A small window of the routed layout:
Scale bar: 20 um. Region (0, 0) to (50, 50) um. Cells in gray, sequential cells in the stronger gray; small squares are vias.
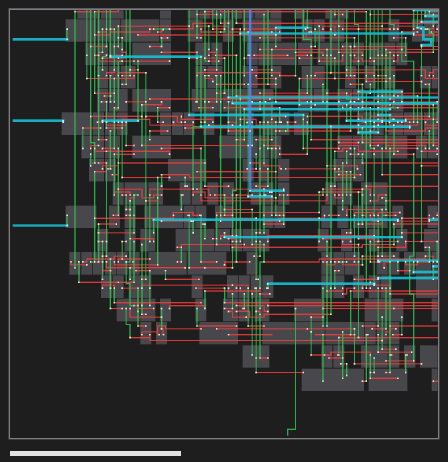
Wiring by layer:
Scale bar: 20 um. Two of the layers only.
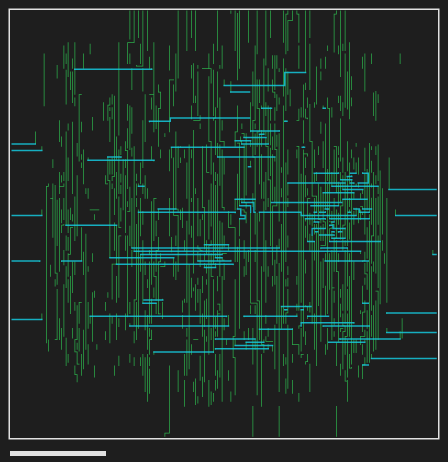
Signal metal coverage by tile:
Scale bar: 20 um. The die is cut into 18 by 18 equal tiles; black is low, pale yellow is high, scaled to the fullest tile. Values are wire area over tile area, all layers added.
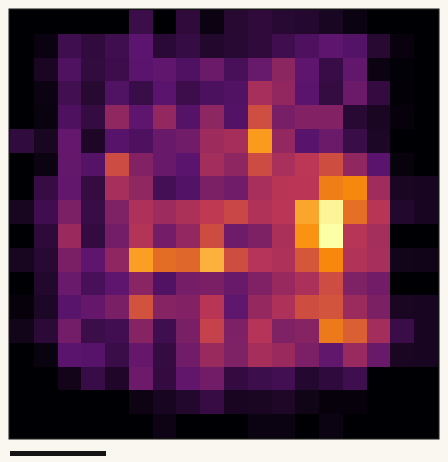
Placed cells, one color a class:
Fill, decap, tap and diode cells in gray.
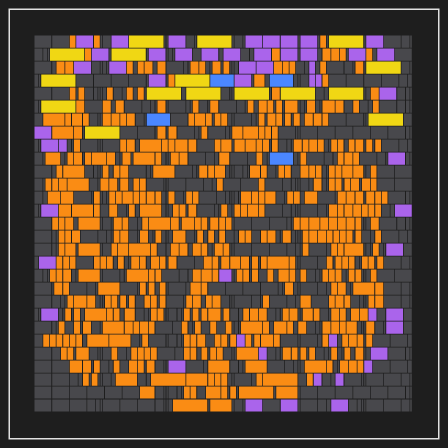
### config.mk
export PLATFORM = sky130hd
export DESIGN_NAME = alu_pipe_flags_flat
export DESIGN_NICKNAME = d
export VERILOG_FILES = /design/src/rtl/alu_pipe_flags_if.sv /design/src/rtl/alu_pipe_flags.sv /design/src/flat_wrapper.sv
export SDC_FILE = /design/constraint.sdc
export NUM_CORES = 1
export LEC_CHECK = 0
export ABC_AREA = 1
export ABC_CLOCK_PERIOD_IN_PS = 6600
export CAP_MARGIN = 40
export CORE_MARGIN = 5
export CORE_UTILIZATION = 45
export CTS_BUF_LIST = sky130_fd_sc_hd__clkbuf_8 sky130_fd_sc_hd__clkbuf_16
export DETAILED_ROUTE_END_ITERATION = 12
export GPL_TIMING_DRIVEN = 0
export HOLD_SLACK_MARGIN = 0.02
export PLACE_DENSITY = 0.68
export SYNTH_ARGS = -nofsm -noshare
export SYNTH_HDL_FRONTEND = slang
export SYNTH_SLANG_ARGS = --single-unit
### constraint.sdc
create_clock -name clk -period 6.6 [get_ports clk]
set_input_delay 0.66 -clock clk [delete_from_list [all_inputs] [get_ports clk]]
set_output_delay 0.66 -clock clk [all_outputs]
set_load 0.03 [all_outputs]
### src/rtl/alu_pipe_flags_if.sv
// alu_pipe_flags_if: request/result bundle for alu_pipe_flags.
// The master issues operations and consumes results; the slave is the ALU.
interface alu_pipe_flags_if #(
  parameter int DATA_WIDTH = 8
);
  logic                  in_valid;
  logic                  in_ready;
  logic [DATA_WIDTH-1:0] A;
  logic [DATA_WIDTH-1:0] B;
  logic [3:0]            opcode;
  logic                  out_valid;
  logic                  out_ready;
  logic [DATA_WIDTH-1:0] result;
  logic                  zero_flag;
  logic                  carry_flag;
  logic                  negative_flag;
  logic                  overflow_flag;
  logic                  illegal_op;
  logic                  sticky_ovf;
  logic                  clr_sticky;

  modport master (
    output in_valid, A, B, opcode, out_ready, clr_sticky,
    input  in_ready, out_valid, result, zero_flag, carry_flag, negative_flag,
           overflow_flag, illegal_op, sticky_ovf
  );

  modport slave (
    input  in_valid, A, B, opcode, out_ready, clr_sticky,
    output in_ready, out_valid, result, zero_flag, carry_flag, negative_flag,
           overflow_flag, illegal_op, sticky_ovf
  );
endinterface

### src/rtl/alu_pipe_flags.sv
// alu_pipe_flags: registered valid/ready ALU with flags, stored carry for ADC/SBB chains and
// sticky overflow. Define ALU_MUL_EN to add the iterative shift-add multiplier (opcode 1100).
module alu_pipe_flags #(
  parameter int DATA_WIDTH = 8,
  parameter int SHW        = $clog2(DATA_WIDTH)
) (
  input logic             clk,
  input logic             rst,
  alu_pipe_flags_if.slave bus
);
  localparam int W = DATA_WIDTH;

  localparam logic [3:0] OP_ADD = 4'h0;
  localparam logic [3:0] OP_SUB = 4'h1;
  localparam logic [3:0] OP_AND = 4'h2;
  localparam logic [3:0] OP_OR  = 4'h3;
  localparam logic [3:0] OP_XOR = 4'h4;
  localparam logic [3:0] OP_NOT = 4'h5;
  localparam logic [3:0] OP_SHL = 4'h6;
  localparam logic [3:0] OP_SHR = 4'h7;
  localparam logic [3:0] OP_SRA = 4'h8;
  localparam logic [3:0] OP_ADC = 4'h9;
  localparam logic [3:0] OP_SBB = 4'hA;
  localparam logic [3:0] OP_CMP = 4'hB;

  logic           cst;
  logic           out_free;
  logic           accept;
  logic           idle;
  logic           load_alu;
  logic [SHW-1:0] shamt;
  logic           cin;
  logic [W:0]     sum_ext;
  logic [W:0]     dif_ext;
  logic [W:0]     shl_ext;
  logic [W:0]     shr_ext;
  logic [W:0]     sra_ext;
  logic [W-1:0]   c_res;
  logic [W-1:0]   flag_src;
  logic           c_carry;
  logic           c_ovf;
  logic           c_zero;
  logic           c_neg;
  logic           c_ill;
  logic           c_upd_cst;
  logic           c_is_mul;

  assign out_free     = !bus.out_valid || bus.out_ready;
  assign bus.in_ready = !rst && idle && out_free;
  assign accept       = bus.in_valid && bus.in_ready;
  assign load_alu     = accept && !c_is_mul;

  // Shifts run one bit wider so the last bit shifted out lands in a fixed position.
  always_comb begin
    shamt   = bus.B[SHW-1:0];
    cin     = ((bus.opcode == OP_ADC) || (bus.opcode == OP_SBB)) && cst;
    sum_ext = {1'b0, bus.A} + {1'b0, bus.B} + {{W{1'b0}}, cin};
    dif_ext = {1'b0, bus.A} - {1'b0, bus.B} - {{W{1'b0}}, cin};
    shl_ext = {1'b0, bus.A} << shamt;
    shr_ext = {bus.A, 1'b0} >> shamt;
    sra_ext = $signed({bus.A, 1'b0}) >>> shamt;

    c_res     = '0;
    c_carry   = 1'b0;
    c_ovf     = 1'b0;
    c_ill     = 1'b0;
    c_upd_cst = 1'b0;
    c_is_mul  = 1'b0;
    case (bus.opcode)
      OP_ADD, OP_ADC: begin
        c_res     = sum_ext[W-1:0];
        c_carry   = sum_ext[W];
        c_ovf     = (bus.A[W-1] == bus.B[W-1]) && (sum_ext[W-1] != bus.A[W-1]);
        c_upd_cst = 1'b1;
      end
      OP_SUB, OP_SBB, OP_CMP: begin
        c_res     = dif_ext[W-1:0];
        c_carry   = dif_ext[W];
        c_ovf     = (bus.A[W-1] != bus.B[W-1]) && (dif_ext[W-1] != bus.A[W-1]);
        c_upd_cst = 1'b1;
      end
      OP_AND: c_res = bus.A & bus.B;
      OP_OR:  c_res = bus.A | bus.B;
      OP_XOR: c_res = bus.A ^ bus.B;
      OP_NOT: c_res = ~bus.A;
      OP_SHL: begin
        c_res     = shl_ext[W-1:0];
        c_carry   = shl_ext[W];
        c_upd_cst = 1'b1;
      end
      OP_SHR: begin
        c_res     = shr_ext[W:1];
        c_carry   = shr_ext[0];
        c_upd_cst = 1'b1;
      end
      OP_SRA: begin
        c_res     = sra_ext[W:1];
        c_carry   = sra_ext[0];
        c_upd_cst = 1'b1;
      end
`ifdef ALU_MUL_EN
      4'hC: c_is_mul = 1'b1;
`endif
      default: c_ill = 1'b1;
    endcase

    // CMP reports flags of the difference but passes A through as the result.
    flag_src = c_res;
    if (bus.opcode == OP_CMP) c_res = bus.A;
    c_zero = !c_ill && (flag_src == '0);
    c_neg  = !c_ill && flag_src[W-1];
  end

`ifdef ALU_MUL_EN
  localparam logic [1:0] ST_IDLE = 2'd0;
  localparam logic [1:0] ST_MUL  = 2'd1;
  localparam logic [1:0] ST_HOLD = 2'd2;

  logic [1:0]     state;
  logic [2*W-1:0] m_cand;
  logic [2*W-1:0] m_acc;
  logic [2*W-1:0] m_acc_next;
  logic [2*W-1:0] m_prod;
  logic [W-1:0]   m_plier;
  logic [SHW-1:0] m_cnt;
  logic           m_last;
  logic           mul_load;

  // The final partial product is folded in on the same edge that loads the output.
  always_comb begin
    m_acc_next = m_acc + (m_plier[0] ? m_cand : '0);
    m_last     = (m_cnt == SHW'(W - 1));
    m_prod     = (state == ST_HOLD) ? m_acc : m_acc_next;
    mul_load   = out_free && (((state == ST_MUL) && m_last) || (state == ST_HOLD));
    idle       = (state == ST_IDLE);
  end

  always_ff @(posedge clk) begin
    if (rst) begin
      state   <= ST_IDLE;
      m_cand  <= '0;
      m_acc   <= '0;
      m_plier <= '0;
      m_cnt   <= '0;
    end else begin
      case (state)
        ST_IDLE: begin
          if (accept && c_is_mul) begin
            state   <= ST_MUL;
            m_cand  <= {{W{1'b0}}, bus.A};
            m_plier <= bus.B;
            m_acc   <= '0;
            m_cnt   <= '0;
          end
        end
        ST_MUL: begin
          m_acc   <= m_acc_next;
          m_cand  <= m_cand << 1;
          m_plier <= m_plier >> 1;
          m_cnt   <= m_cnt + 1'b1;
          if (m_last) state <= out_free ? ST_IDLE : ST_HOLD;
        end
        ST_HOLD: begin
          if (out_free) state <= ST_IDLE;
        end
        default: state <= ST_IDLE;
      endcase
    end
  end
`else
  assign idle = 1'b1;
`endif

  always_ff @(posedge clk) begin
    if (rst) begin
      bus.out_valid     <= 1'b0;
      bus.result        <= '0;
      bus.zero_flag     <= 1'b0;
      bus.carry_flag    <= 1'b0;
      bus.negative_flag <= 1'b0;
      bus.overflow_flag <= 1'b0;
      bus.illegal_op    <= 1'b0;
      bus.sticky_ovf    <= 1'b0;
      cst               <= 1'b0;
    end else begin
      if (load_alu) begin
        bus.out_valid     <= 1'b1;
        bus.result        <= c_res;
        bus.zero_flag     <= c_zero;
        bus.carry_flag    <= c_carry;
        bus.negative_flag <= c_neg;
        bus.overflow_flag <= c_ovf;
        bus.illegal_op    <= c_ill;
      end
`ifdef ALU_MUL_EN
      else if (mul_load) begin
        bus.out_valid     <= 1'b1;
        bus.result        <= m_prod[W-1:0];
        bus.zero_flag     <= (m_prod[W-1:0] == '0);
        bus.carry_flag    <= |m_prod[2*W-1:W];
        bus.negative_flag <= m_prod[W-1];
        bus.overflow_flag <= 1'b0;
        bus.illegal_op    <= 1'b0;
      end
`endif
      else if (bus.out_ready) begin
        bus.out_valid <= 1'b0;
      end

      if (load_alu && c_upd_cst) cst <= c_carry;

      if (load_alu && c_ovf)   bus.sticky_ovf <= 1'b1;
      else if (bus.clr_sticky) bus.sticky_ovf <= 1'b0;
    end
  end
endmodule

### src/flat_wrapper.sv
// flat-port wrapper written by rule: the top's interface ports become plain ports
module alu_pipe_flags_flat 
#(
  parameter int DATA_WIDTH = 8,
  parameter int SHW        = $clog2(DATA_WIDTH)
)
  (clk, rst, bus_in_valid, bus_A, bus_B, bus_opcode, bus_out_ready, bus_clr_sticky, bus_in_ready, bus_out_valid, bus_result, bus_zero_flag, bus_carry_flag, bus_negative_flag, bus_overflow_flag, bus_illegal_op, bus_sticky_ovf);
  alu_pipe_flags_if #(.DATA_WIDTH(DATA_WIDTH)) bus_i ();
  input logic clk;
  input logic rst;
  input wire logic [$bits(bus_i.in_valid)-1:0] bus_in_valid;
  input wire logic [$bits(bus_i.A)-1:0] bus_A;
  input wire logic [$bits(bus_i.B)-1:0] bus_B;
  input wire logic [$bits(bus_i.opcode)-1:0] bus_opcode;
  input wire logic [$bits(bus_i.out_ready)-1:0] bus_out_ready;
  input wire logic [$bits(bus_i.clr_sticky)-1:0] bus_clr_sticky;
  output wire logic [$bits(bus_i.in_ready)-1:0] bus_in_ready;
  output wire logic [$bits(bus_i.out_valid)-1:0] bus_out_valid;
  output wire logic [$bits(bus_i.result)-1:0] bus_result;
  output wire logic [$bits(bus_i.zero_flag)-1:0] bus_zero_flag;
  output wire logic [$bits(bus_i.carry_flag)-1:0] bus_carry_flag;
  output wire logic [$bits(bus_i.negative_flag)-1:0] bus_negative_flag;
  output wire logic [$bits(bus_i.overflow_flag)-1:0] bus_overflow_flag;
  output wire logic [$bits(bus_i.illegal_op)-1:0] bus_illegal_op;
  output wire logic [$bits(bus_i.sticky_ovf)-1:0] bus_sticky_ovf;
  assign bus_i.in_valid = bus_in_valid;
  assign bus_i.A = bus_A;
  assign bus_i.B = bus_B;
  assign bus_i.opcode = bus_opcode;
  assign bus_i.out_ready = bus_out_ready;
  assign bus_i.clr_sticky = bus_clr_sticky;
  assign bus_in_ready = bus_i.in_ready;
  assign bus_out_valid = bus_i.out_valid;
  assign bus_result = bus_i.result;
  assign bus_zero_flag = bus_i.zero_flag;
  assign bus_carry_flag = bus_i.carry_flag;
  assign bus_negative_flag = bus_i.negative_flag;
  assign bus_overflow_flag = bus_i.overflow_flag;
  assign bus_illegal_op = bus_i.illegal_op;
  assign bus_sticky_ovf = bus_i.sticky_ovf;
  alu_pipe_flags #(.DATA_WIDTH(DATA_WIDTH), .SHW(SHW)) u_core (.clk(clk), .rst(rst), .bus(bus_i));
endmodule
==> impl_metrics.py <==
# Auto-generated metrics
metrics = {
    "status": {
        "status": "finished, final reports clean",
    },
    "pwr": {
        "comb_cell_power_mw": 0.232,
        "power.ir.vdd_worst_uv": 111.2,
        "p_sw_mw": 0.1896,
        "p_per_area_nw_per_um2": 126.1,
    },
    "setup_path": {
        "critical_path_arrival_ps": 3890,
        "reg2reg_path_depth": 12,
    },
    "final_timing": {
        "timing.hold.ws_ps": 469.7,
        "slew_headroom_pct": 65.17,
        "slew_violations": 0,
        "final.setup.worst_slack_ps": 2896,
        "period_needed_ps": 3704,
    },
    "grt": {
        "met3_usage_pct": 3.102,
        "grt_busiest_layer": "met2",
    },
    "clock_tree": {
        "post_cts.repair.setup_buffers": 0,
        "cts-resized-gates": 0,
    },
    "drt": {
        "dr.max_layer_used": "met4",
    },
    "placed_design": {
        "dp_worst_setup_slack_ps": 2656,
        "globalplace.congestion": 0.9568,
        "place.detailed.hpwl_mm": 7.833,
    },
    "yosys": {
        "synth_seq_share_pct": 11.23,
        "xor_area_share_pct": 1.229,
        "ys_cells": 515,
        "syn_std_cell_area_um2": 2851,
        "postSynthAreaPerCell_um2": 5.537,
    },
    "layout": {
        "fillCellCount": 669,
    },
    "die": {
        "i_o_pin_cnt": 41,
    },
    "hold_path": {
        "min_path_type": "reg -> reg",
    },
}
## Picture notes: 'a small window of the routed layout'
red -> M1
cyan -> M3
blue -> M4
green -> M2
most frequent = nand2_1 (62), inv_1 (38), nand3_1 (22)
cells with their middle in the window = 190
sequential cells in the window = 0

## Picture notes: 'wiring by layer'
cyan -> M3  # wire length 745 um
green -> M2  # wire length 4220 um
GRT Overall Usage: 24.07%
routed via count: 3476
average wire per cell in the routed design: 14.99 um
wire length after detailed routing: 9.532 mm

## Picture notes: 'signal metal coverage by tile'
mean over tiles = 0.20
nearly empty tiles = 19%
fullest tile = 0.85
tiles over half the peak = 9.0%

## Picture notes: 'placed cells, one color a class'
purple -> remaining buffers and delay cells  # cells 52
blue -> clock drivers and dummy loads  # cells 4
yellow -> registers  # cells 16
orange -> remaining logic cells  # cells 487
Final Cell Area: 3403 um2
Seq area share: 9.412%
Util after Layout: 54.53%
area of the placeable core: 6241 um2
Site Rows: 29

-- area by class of cell --
type                            count  area, um2  share of cell area [%]
Multi-Input combinational cell    420       2221                   65.26
Tap cell                           77      96.34                   2.831
Sequential cell                    16      320.3                   9.412
Buffer                             12      58.81                   1.728
Inverter                           67      251.5                   7.390
Clock buffer                        4      55.05                   1.618
Timing Repair Buffer               40      400.4                   11.76
-- cell usage after synthesis, drive strengths merged --
master,count,area [um2]
buf,9,47.55
fa,4,80.08
xnor2,1,8.760
ha,31,387.9
o211ai,5,37.54
or2,2,12.52
nand3,70,350.3
o21ai,21,105.1
nand2,167,634.4
o21bai,1,7.510
a21oi,29,145.1
nand4,14,87.58
o221a,1,11.26
a2111oi,1,8.760
nand3b,9,67.56
dfxtp,16,320.3
inv,67,251.5
clkbuf,3,11.26
nor2,58,232.7
nor3,1,5.000
nor4,1,6.260
xor2,3,26.28
a31oi,1,6.260
-- logic make-up after synthesis --
| family | after synthesis |
|---|---|
| and+or+nand+nor | 322 |
| buffers and inverters | 79 |
| AOI/OAI and AO/OA | 59 |
| adders and majority gates | 35 |
| DFF | 16 |
| xor gates and xnor gates | 4 |
-- critical path, stage by stage --
cell             delay, ps
clkdlybuf4s50_1        600
inv_1                  110
nand2_1                180
nand4_1                230
fa_1                   480
fa_1                   400
nor2_1                 150
o21bai_1               140
nand2_1                 90
nand2_1                 40
o21ai_0                220
nor2_1                 130
a21oi_1                170
o21ai_0                140
a21oi_1                150
-- registers in the layout, summed over array words and instances, names as in the netlist --
name                      count
u_core.bus.carry_flag         1
u_core.bus.illegal_op         1
u_core.bus.negative_flag      1
u_core.bus.out_valid          1
u_core.bus.overflow_flag      1
u_core.bus.result             8
u_core.bus.sticky_ovf         1
u_core.bus.zero_flag          1
u_core.cst                    1
Power is estimated from default activity; no workload was simulated.
